Met1 routing:
Drawn at 3 px/um.
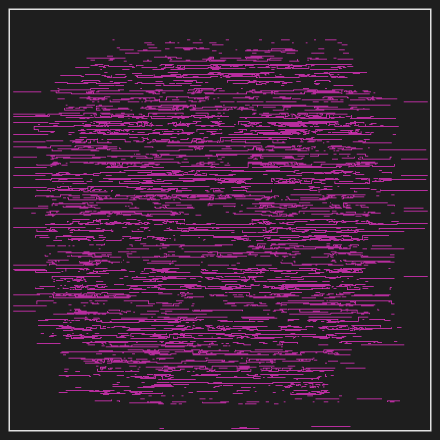
Drive-strength map:
Drawn at 3 px/um.
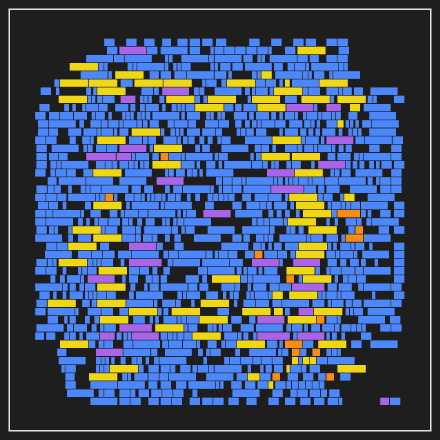
Placed cells, one colour a class:
Drawn at 3 px/um.
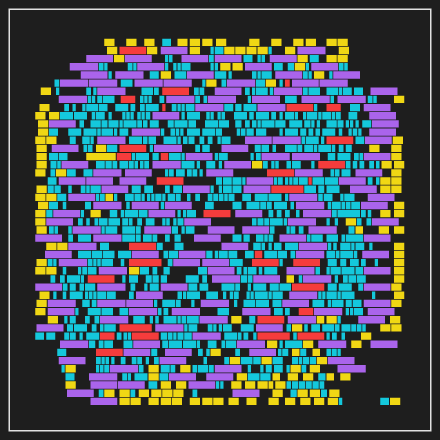
Routing congestion map:
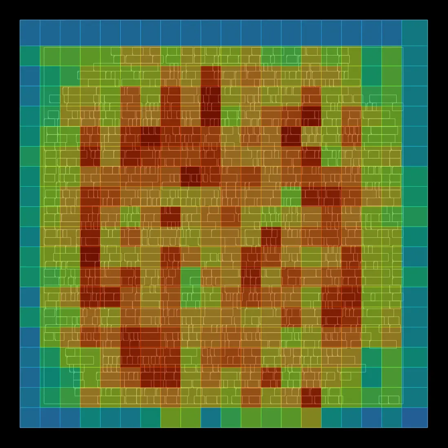
==> config.mk <==
export PLATFORM = sky130hd
export DESIGN_NAME = clint_timer_flat
export DESIGN_NICKNAME = d
export VERILOG_FILES = /design/src/rtl/clint_timer_if.sv /design/src/rtl/clint_timer.sv /design/src/flat_wrapper.sv
export SDC_FILE = /design/constraint.sdc
export NUM_CORES = 1
export LEC_CHECK = 0
export CAP_MARGIN = 20
export CORE_MARGIN = 8
export CORE_UTILIZATION = 58
export CTS_CLUSTER_DIAMETER = 200
export DETAILED_ROUTE_END_ITERATION = 8
export HOLD_SLACK_MARGIN = 0.1
export PLACE_DENSITY_LB_ADDON = 0.25
export SYNTH_ARGS = -nofsm -noshare
export SYNTH_HDL_FRONTEND = slang
export SYNTH_SLANG_ARGS = --single-unit
export TNS_END_PERCENT = 50
==> constraint.sdc <==
create_clock -name clk -period 9.1 [get_ports clk]
set_clock_uncertainty 0.2 [all_clocks]
set_input_delay 1.82 -clock clk [delete_from_list [all_inputs] [get_ports clk]]
set_output_delay 1.82 -clock clk [all_outputs]
set_load 0.01 [all_outputs]
==> reports/results.tsv <==
metric	value	unit
grt_pass1_vias	7640	
grt_remaining_overflow	0	
die_width	140	um
root_buffer	clkbuf_16	
grt_pass1_wl	39.9	mm
synth_area_per_cell	9.80	um2
ff2ff_path_depth	8	
die_h	140	um
cts_tree	done	
io_pins	151	
cts_sinks	163	
yosysWarnings	0	
critical_path.cell_chain	clkdlybuf4s50_1, nor4_1, nand4_1, or2_2, nor2_2, buf_4, nand3_2, mux2_1	
via_per_inst	6.07	
hpwl	17.2	mm
busiest_layer	met2	
r2r_setup_slack	6220	ps
setup_tns	0	ps
postCtsSetupBuffers	0	
antenna_found_initial	0	
htreeDepth	4	
slowest_delay	820	ps
slowest_stage	nand3_2	
grt_use_total	25.6	%
status	finished clean	
warnings	26	
xor_share	6.09	%
placed_area	10600	um2
cp-end-kind	flip-flop	
Back to the opening pictures, 'met1 routing':
nets with wire on the layer	1055
longest straight run	35.9 um
share of all routed wire	41%
global-route met1 utilization: 31.8%
via count: 7610
final WL: 24.8 mm

Back to the opening pictures, 'drive-strength map':
colour	size	cells	share
orange	_3 and _4 cells	13	1.2%
blue	_0 and _1 cells	946	89%
purple	_6 and larger	29	2.7%
yellow	_2 cells	77	7.2%
Finished Cell Area: 11300 um2
area grow syn2layout: 26.5%
Final WS setup: 4170 ps

Back to the opening pictures, 'placed cells, one colour a class':
colour	class	cells	share of their area
yellow	other buffers and delay cells	159	14%
purple	flops	163	38%
cyan	combinational and other logic	711	42%
red	clock drivers and dummy loads	32	6.1%
FP Rows: 45
post-layout util: 74.7%
flop share of the area: 36.9%
Placeable Area: 15100 um2

Back to the opening pictures, 'routing congestion map':
Global Route met2 Usage: 42.3%
DR WL/cell: 19.8 um
GRT met3 Usage: 5.81%

==> final cells by class <==
type                    instances  area, um2
clock inverters                 8        170
multi-input cells             635       4340
fillers                      1058       3810
flip-flops and latches        163       4160
inverters                      76        290
repair buffers                159       1580
clock buffers                  24        502
well taps                     188        235
==> cell usage in the layout, fill, tap and decap left out, types with 3 or more instances in the layout <==
cell type        count
mux2i_1             18
nand2_1             87
o21a_1               3
xor2_1              25
o21ai_0             29
ha_1                65
nand3_1             28
dfstp_2             64
nor4_1               7
nor2_1              79
xnor2_1             37
a211oi_1             6
and4_1               6
nand4_1             31
nor3_2               3
clkdlybuf4s50_1    149
a21o_1               3
a221oi_1            32
a31oi_1              3
buf_4                8
clkbuf_8             5
clkbuf_16           17
and3_1              12
dfrtp_1             99
o21ai_1             45
inv_1               74
nor3_1              35
mux2_1              33
or4_1                3
bufinv_16            5
a21oi_1             22
==> report_power, final <==
part / switching (W) / internal (W) / leakage (nW)
Sequential: 0.00000505 / 0.000735 / 2.00
Clock: 0.000289 / 0.000524 / 0.323
Combinational: 0.0000480 / 0.0000457 / 2.83
Total: 0.000342 / 0.00130 / 5.15
==> metrics by stage <==
stage / setup WS, ps / power, W / utilization, % / std cells
3_5_place_dp: 3780 / 0.000845 / 70.1 / 1220
6_report: 4170 / 0.00165 / 74.7 / 1253
3_3_place_gp: 3890 / 0.000843 / 70.1 / 1220
4_1_cts: 4180 / 0.00165 / 74.5 / 1252
2_1_floorplan: 2780 / 0.000788 / - / 910
5_1_grt: 3950 / 0.00169 / 74.7 / 1253
==> kinds of logic after synthesis <==
logic type	Yosys count
adders and majority gates	65
and+or+nand+nor	307
DFF	163
buffers and inverters	112
AOI/OAI and AO/OA	149
xor gates and xnor gates	62
muxes	52
==> routing by layer <==
metal | part of all wire [%] | vias up
met4 | 3.4 | 0
met3 | 7.0 | 58
met2 | 48 | 326
li1 | - | 3481
met5 | 0 | -
met1 | 41 | 3745
==> tightest hold or removal path, stage by stage (launching register included) <==
cell and delay, ps:
dfrtp_1 340, nand2_1 50, o21ai_1 60
No activity file was given, so power comes from the tool's default toggle rates.
